Port wiring:
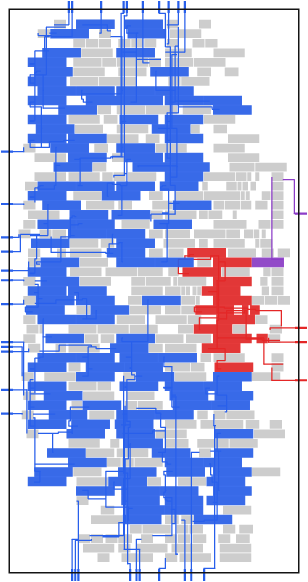
Routed metal, one colour a layer:
The bar under the picture is 20 um long.
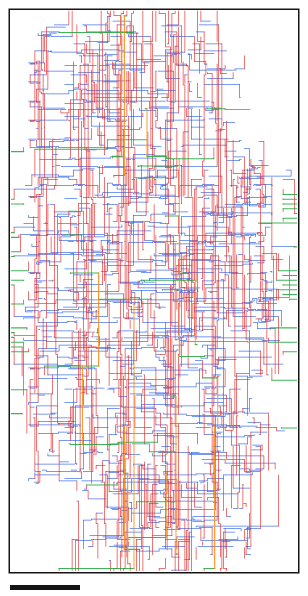
Placed standard cells:
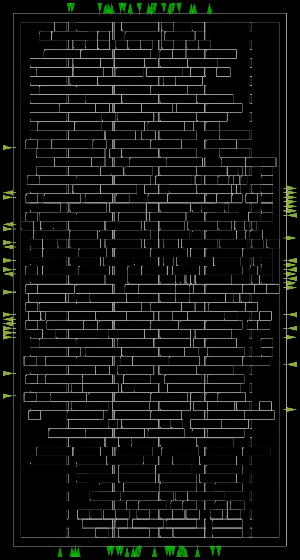
Clock distribution:
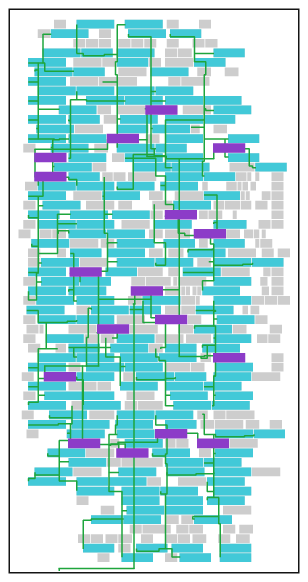
I/O pins on the die edge:
Pins as bars across the die edge, other pins in grey.
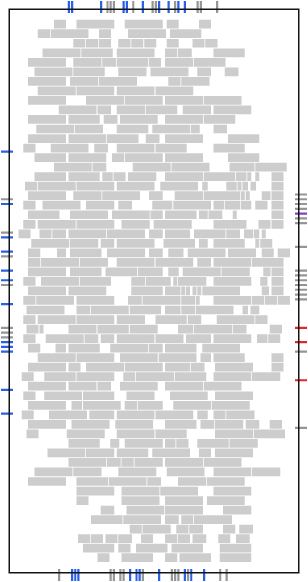
**src/rtl/cselector_n_mmu.sv**
```systemverilog
// cselector_n_mmu: clocked N-way request selector for the MMU handshake fabric.
// Queues up to DEPTH requests ({select, payload}). Each request is steered to the
// consumer(s) named by its select vector. A select that cannot be served is consumed
// and dropped, and that drop is flagged on o_err one cycle later.
// Optional feature macro: CSELECTOR_MULTICAST_EN. When it is defined, any non-zero
// select forks to several consumers. When it is undefined, the select must be
// strictly one-hot.
module cselector_n_mmu #(
    parameter int NUM_PORTS = 3,
    parameter int WIDTH     = 32,
    parameter int DEPTH     = 4
) (
    input  logic                         clk,
    input  logic                         rst,
    input  logic                         i_drive,
    output logic                         o_free,
    input  logic [NUM_PORTS-1:0]         i_select,
    input  logic [WIDTH-1:0]             i_data,
    output logic [NUM_PORTS-1:0]         o_driveNext,
    input  logic [NUM_PORTS-1:0]         i_freeNext,
    output logic [WIDTH-1:0]             o_data,
    output logic                         o_err,
    output logic [$clog2(DEPTH+1)-1:0]   o_count
);

    localparam int CW = $clog2(DEPTH + 1);
    localparam int PW = $clog2(DEPTH);
    localparam int EW = NUM_PORTS + WIDTH;
    localparam logic [CW-1:0]        DEPTH_C   = CW'(DEPTH);
    localparam logic [CW-1:0]        CNT_ZERO  = {CW{1'b0}};
    localparam logic [CW-1:0]        CNT_ONE   = CW'(1);
    localparam logic [PW-1:0]        PTR_ONE   = PW'(1);
    localparam logic [NUM_PORTS-1:0] SEL_ZERO  = {NUM_PORTS{1'b0}};
    localparam logic [NUM_PORTS-1:0] SEL_ONE   = NUM_PORTS'(1);

    // Select validation: a fork needs any bit set; a unicast needs exactly one bit set.
    function automatic logic selValid(input logic [NUM_PORTS-1:0] sel);
`ifdef CSELECTOR_MULTICAST_EN
        return (sel != SEL_ZERO);
`else
        return (sel != SEL_ZERO) && ((sel & (sel - SEL_ONE)) == SEL_ZERO);
`endif
    endfunction

    // Storage and state
    logic [EW-1:0]        memR [DEPTH];
    logic [PW-1:0]        rdPtrR;
    logic [PW-1:0]        wrPtrR;
    logic [CW-1:0]        countR;
    logic [WIDTH-1:0]     holdR;
    logic                 errR;
`ifdef CSELECTOR_MULTICAST_EN
    logic [NUM_PORTS-1:0] doneR;
`endif

    // Datapath/control nets
    logic                 emptyS;
    logic                 fullS;
    logic [EW-1:0]        headS;
    logic [NUM_PORTS-1:0] headSelS;
    logic [WIDTH-1:0]     headDataS;
    logic [NUM_PORTS-1:0] driveS;
    logic [NUM_PORTS-1:0] firedS;
    logic                 acceptS;
    logic                 pushS;
    logic                 dropS;
    logic                 popS;

    // Occupancy flags and head decode, all taken from registered state.
    always_comb begin
        emptyS    = (countR == CNT_ZERO);
        fullS     = (countR == DEPTH_C);
        headS     = memR[rdPtrR];
        headSelS  = headS[EW-1:WIDTH];
        headDataS = headS[WIDTH-1:0];
    end

    // Per-consumer valid: only selected consumers that are not already served.
    always_comb begin
        driveS = SEL_ZERO;
        if (emptyS) begin
            driveS = SEL_ZERO;
        end else begin
`ifdef CSELECTOR_MULTICAST_EN
            driveS = headSelS & ~doneR;
`else
            driveS = headSelS;
`endif
        end
        firedS = driveS & i_freeNext;
    end

    // Accept/push/drop on the upstream side, pop once every selected consumer has fired.
    always_comb begin
        acceptS = i_drive & ~fullS;
        pushS   = 1'b0;
        dropS   = 1'b0;
        if (acceptS) begin
            pushS = selValid(i_select);
            dropS = ~selValid(i_select);
        end else begin
            pushS = 1'b0;
            dropS = 1'b0;
        end
        popS = 1'b0;
        if (emptyS) begin
            popS = 1'b0;
        end else begin
`ifdef CSELECTOR_MULTICAST_EN
            popS = (((doneR | firedS) & headSelS) == headSelS);
`else
            popS = (firedS != SEL_ZERO);
`endif
        end
    end

    // Entry storage write; contents are only observed when the count covers them.
    always_ff @(posedge clk) begin
        if (pushS) begin
            memR[wrPtrR] <= {i_select, i_data};
        end
    end

    // Write/read pointers, wrapping modulo DEPTH.
    always_ff @(posedge clk or posedge rst) begin
        if (rst) begin
            wrPtrR <= {PW{1'b0}};
            rdPtrR <= {PW{1'b0}};
        end else begin
            wrPtrR <= pushS ? (wrPtrR + PTR_ONE) : wrPtrR;
            rdPtrR <= popS  ? (rdPtrR + PTR_ONE) : rdPtrR;
        end
    end

    // Occupancy counter; a simultaneous push and pop leaves it unchanged.
    always_ff @(posedge clk or posedge rst) begin
        if (rst) begin
            countR <= CNT_ZERO;
        end else begin
            case ({pushS, popS})
                2'b10:   countR <= countR + CNT_ONE;
                2'b01:   countR <= countR - CNT_ONE;
                default: countR <= countR;
            endcase
        end
    end

    // Remember the last presented payload so o_data holds it while the queue is empty.
    always_ff @(posedge clk or posedge rst) begin
        if (rst) begin
            holdR <= {WIDTH{1'b0}};
        end else if (!emptyS) begin
            holdR <= headDataS;
        end else begin
            holdR <= holdR;
        end
    end

    // One-cycle error pulse for a dropped (invalid) select.
    always_ff @(posedge clk or posedge rst) begin
        if (rst) begin
            errR <= 1'b0;
        end else begin
            errR <= dropS;
        end
    end

`ifdef CSELECTOR_MULTICAST_EN
    // Track which consumers of the head entry have already fired; clear on pop.
    always_ff @(posedge clk or posedge rst) begin
        if (rst) begin
            doneR <= SEL_ZERO;
        end else if (popS) begin
            doneR <= SEL_ZERO;
        end else begin
            doneR <= doneR | firedS;
        end
    end
`endif

    // Output mapping
    assign o_free      = ~fullS;
    assign o_driveNext = driveS;
    assign o_data      = emptyS ? holdR : headDataS;
    assign o_err       = errR;
    assign o_count     = countR;

endmodule
```
**config.mk**
```make
export PLATFORM = sky130hd
export DESIGN_NAME = cselector_n_mmu
export DESIGN_NICKNAME = d
export VERILOG_FILES = /design/src/rtl/cselector_n_mmu.sv
export SDC_FILE = /design/constraint.sdc
export NUM_CORES = 1
export LEC_CHECK = 0
export CAP_MARGIN = 20
export CORE_ASPECT_RATIO = 2
export CORE_MARGIN = 2
export CORE_UTILIZATION = 55
export DETAILED_ROUTE_END_ITERATION = 7
export PLACE_DENSITY = 0.87
export SYNTH_ARGS = -nofsm -noshare
export SYNTH_HDL_FRONTEND = slang
export SYNTH_SLANG_ARGS = --single-unit
export TNS_END_PERCENT = 1
```
**constraint.sdc**
```tcl
create_clock -name clk -period 3.7 [get_ports clk]
set_input_delay 0.74 -clock clk [delete_from_list [all_inputs] [get_ports clk]]
set_output_delay 0.74 -clock clk [all_outputs]
set_load 0.03 [all_outputs]
```
==> design notes <==
For the pin with the worst max-slew slack, the measured transition is 955.4 ps. The area growth from synthesis to layout is 25.50%. The number of H-tree levels came out at 4.

STA classifies the critical path startpoint as a register. In the final report, the number of hold violations comes to 0. In this run, post-CTS hold repair placed 0 buffers. Cell with the largest stage delay on the worst path: sky130_fd_sc_hd__dfrtp_4.

With the final cell area excluding filler cells at 8448 um2, the maximum achievable frequency is 288.3 MHz. The floorplan step defined a die boundary enclosing 13190 um2. The cell depth of the worst min-delay path is 1. The cell area that synthesis handed to floorplanning was 6731 um2.

The flow ran to the end, and the final reports show no timing, DRC or antenna violations. Across all checked pins, the minimum headroom to the slew limit is 36.21%. The final setup violation count is 0. The synthesized instance count is 306.

Looking at the hold checks, the worst path lands on holdR[5]. Along the critical path, the tally of buffer and inverter instances is 2. Counting along the longest clock path gives a buffer depth of 2. Per STA, the worst path is made up of buf_12 > mux4_2 > mux2_2 > clkdlybuf4s50_1. The worst-case reg-to-reg setup slack stands at 690 ps. The run gives 0 for the global-route congestion overflow total. The main area contributors are sky130_fd_sc_hd__edfxtp_1, sky130_fd_sc_hd__dfrtp_1, sky130_fd_sc_hd__mux4_2.

Yosys reported a register bit count of 180. Peak-usage layer in the global routing report: met2. Fill cells in the final layout number 726. Summed over all nets, the half-perimeter wirelength after detailed placement is 7.737 mm. For this run, the number of Yosys warnings is 0.

Total global-route track usage: 21.02%. A synthesized cell averages 22.00 um2. For this design the top-level I/O count stands at 81. As reported, the later end of the worst-skew pair has a clock insertion delay of 420 ps.

The horizontal die dimension reported for this design is 82.23 um. Entering global routing, the biggest net connects 41 pins. The tightest min-delay check is of the register to register type. Once detail routing completed, the nets flagged for antenna violations numbered 0.

The overall die height was 160.5 um. The most critical setup path has its endpoint at o_data[22]. The share of layout cells above drive strength 1 is 28.43%. Looking at area per cell type in the netlist, the leader is sky130_fd_sc_hd__edfxtp_1. The worst path in the final design needs a cycle of 3469 ps, including I/O delays and setup. The detailed-route wire length per cell works out to 22.24 um.

The post-synth tally of flip-flops with integrated enable is 140. For this block, the via count after detailed routing is 3265. Dividing total power by cell area gives a power density of 886.9 nW/um2. The worst setup path is captured at an output pin.

The first global-routing pass estimated 19.62 mm of wire. The number of antenna violations at the first check in global routing was 1; the worst voltage drop across the vdd grid was 0.0006597 V. For the core area, the log shows 12050 um2.

The clock arrives with 6.802 ps of skew. Most common logic cell in the routed design: sky130_fd_sc_hd__edfxtp_1. In this run, placement finished with an instance count of 530. The run gives 57 as the site row count.

In the final layout, the multi-input gates occupy 1466 um2. Counting flops with an async set or reset pin after synthesis yields a share of 22.22%. Final routed DRC violation total: 0. The launch point of the worst hold path was holdR[5]. The timing report gives the biggest stage delay along the critical path as 640 ps.

Port buffering added 80 buffers. STA shows the worst reg2reg path with a cell count of 8. The net count after synthesis is 353. The logic depth of the worst path, buffers included is 4. The clock transition at the register clock pins on the worst setup and hold paths after CTS works out to 70 ps.

The run reported a max-capacitance violation count of 0. For the number of iterations in the first detailed-routing pass, the log shows 4. The critical path is of the register to output pin type.

In the floorplan report the effective utilization is 55.85%. In this run the worst path has a maximum fanout of 14. Dominant register cell in the synthesized netlist: sky130_fd_sc_hd__edfxtp_1. The sequential cell area was 5210 um2. The critical path starts at rdPtrR[0]. In this run, distinct cell masters in the synthesized netlist total 23.

TritonCTS built the clock tree. The logs give 494.2 ps for the worst hold margin and 17 for the number of buffers added by the clock tree synthesis step. The share of the Yosys chip area taken by registers is 77.32%. The tools report the routing usage on met3 as 4.663%. In this run the critical register-to-register path is launched from rdPtrR[0]. The tool warning count for the run is 29. The run gives 2960 ps for the data required time at the worst endpoint. The final timing summary puts the cycle share of the worst path at 93.75%.

The wire length after detailed routing is 12.52 mm. The critical path data arrival time was 2730 ps; the final count of pins violating max slew was 0. The run gives 62.45% for the share of Yosys cell area claimed by the top area cell type. The top cell types in the final layout, fill and taps aside, are sky130_fd_sc_hd__edfxtp_1, sky130_fd_sc_hd__clkdlybuf4s50_1, sky130_fd_sc_hd__dfrtp_1. For this run, the detailed router reports a per-instance via density of 5.799. For this design, the sink count on the clock tree is 180.

On met1, the global router reports a usage of 25.32%. Setup repair after global routing left no endpoint under its margin. The Yosys chip area came out at 6731 um2. For this block, the initial DRC count from the detailed router was 168.

For the number of nets at the end of the flow, the log shows 449. In this run the critical register-to-register path is captured at o_count[1]. At the end of routability-driven placement, the weighted congestion stood at 0.7436. Broken down by cell family, the worst path's largest delay share belongs to multiplexers.

The script extracted a total leakage power of 2.897 nW. The placement stage leaves a total instance area of 7851 um2. Clock root buffer master: sky130_fd_sc_hd__clkbuf_16. The number of global-route vias before repair was 3565. In the final timing run, aggregate negative setup slack is 0 ps. The run gives 34.64% as the met2 usage. The tools report the total cells reported by yosys after synthesis as 306.
Notes on 'port wiring' above:
i_data -> blue  # direction input, end cells 128, wire 1810 um
i_select -> red  # direction input, end cells 15, wire 219 um
o_err -> purple  # direction output, end cells 1, wire 40.2 um

Notes on 'routed metal, one colour a layer' above:
met2 -> red  # wire length 6950 um
met4 -> orange  # wire length 479 um
met3 -> green  # wire length 435 um
met1 -> blue  # wire length 4660 um

Notes on 'placed standard cells' above:
number of sequential cells: 180
Finished Layout Cells: 563
num tapcells: 147

Notes on 'clock distribution' above:
cells driving clock nets -> purple  # count 17
clock wires -> green  # length 1680 um
flip-flops -> cyan  # count 180
flops lie = all over the die
routed clock nets = 18

Notes on 'I/O pins on the die edge' above:
i_select -> red  # pins 3, direction input, edge right
i_data -> blue  # pins 32, direction input, edge 12 left, 10 bottom, 10 top
o_err -> purple  # pins 1, direction output, edge right
all pins by edge = 22 bottom, 20 top, 20 right, 19 left

==> sequential cells by signal, summed over array words and instances, names as in the netlist <==
signal / count
o_err: 1
wrPtrR: 2
memR: 140
holdR: 32
o_count: 3
rdPtrR: 2
==> cells by family after synthesis <==
family,Yosys count,share of synthesized area (%)
AOI/OAI and AO/OA,7,0.7435
adders and majority gates,6,1.227
buffers and inverters,22,1.413
and+or+nand+nor,16,1.115
xor gates and xnor gates,6,0.7807
muxes,69,17.40
DFF,180,77.32
==> stage by stage <==
| step | setup slack (ps) | power (mW) | util [%] |
|---|---|---|---|
| 6_report | 231.4 | 7.492 | 70.09 |
| 3_5_place_dp | 561.9 | 5.774 | 65.14 |
| 5_1_grt | 130.6 | 7.830 | 70.09 |
| 3_3_place_gp | 593.0 | 5.686 | 65.14 |
| 2_1_floorplan | 472.9 | 4.650 | - |
| 4_1_cts | 57.24 | 7.573 | 70.05 |
==> routing by layer <==
metal | part of all wire, % | vias to the layer above
met5 | 0 | -
met4 | 3.8 | 0
met3 | 3.5 | 33
met2 | 56 | 100
met1 | 37 | 1716
li1 | - | 1416
==> cell type report <==
class,instances,share of cell area (%)
flip-flops and latches,180,61.67
multi-input cells,104,17.36
repair buffers,89,11.32
clock buffers,17,5.036
well taps,147,2.177
clock inverters,15,1.970
inverters,10,0.4443
diodes,1,0.02962
==> report_power, final <==
group | switching, mW | leakage, nW | internal [mW] | total (mW)
Clock | 0.791 | 0.282 | 0.960 | 1.75
Sequential | 0.215 | 1.74 | 2.59 | 2.81
Combinational | 1.55 | 0.879 | 1.39 | 2.93
Total | 2.55 | 2.90 | 4.94 | 7.49
==> worst register-to-register path, cell delays in order (launching register included) <==
cell                       delay [ps]
sky130_fd_sc_hd__dfrtp_4          640
sky130_fd_sc_hd__buf_12           220
sky130_fd_sc_hd__mux4_2           530
sky130_fd_sc_hd__a222oi_1         560
sky130_fd_sc_hd__nor2_1            90
sky130_fd_sc_hd__ha_1             230
sky130_fd_sc_hd__inv_1             80
sky130_fd_sc_hd__fa_1             410
sky130_fd_sc_hd__o21ai_0          180
==> cell usage after synthesis, types with 2 or more instances <==
cell,count
sky130_fd_sc_hd__a222oi_1,2
sky130_fd_sc_hd__buf_1,2
sky130_fd_sc_hd__ha_1,5
sky130_fd_sc_hd__nand2_1,2
sky130_fd_sc_hd__xor2_1,4
sky130_fd_sc_hd__xnor2_1,2
sky130_fd_sc_hd__inv_1,10
sky130_fd_sc_hd__edfxtp_1,140
sky130_fd_sc_hd__buf_2,4
sky130_fd_sc_hd__mux2_2,34
sky130_fd_sc_hd__o21ai_0,3
sky130_fd_sc_hd__dfrtp_1,40
sky130_fd_sc_hd__nor2_1,7
sky130_fd_sc_hd__nor2b_1,3
sky130_fd_sc_hd__mux4_2,35
sky130_fd_sc_hd__clkbuf_1,5
sky130_fd_sc_hd__nand3_1,2
==> timing repair <==
| action | in CTS | in global routing |
|---|---|---|
| setup endpoints to repair | 0 | 1 |
| endpoints found under the hold margin | 0 | 0 |
| gates resized | 0 | 1 |
| setup buffers | 0 | 0 |
Power and IR drop assume default switching activity.
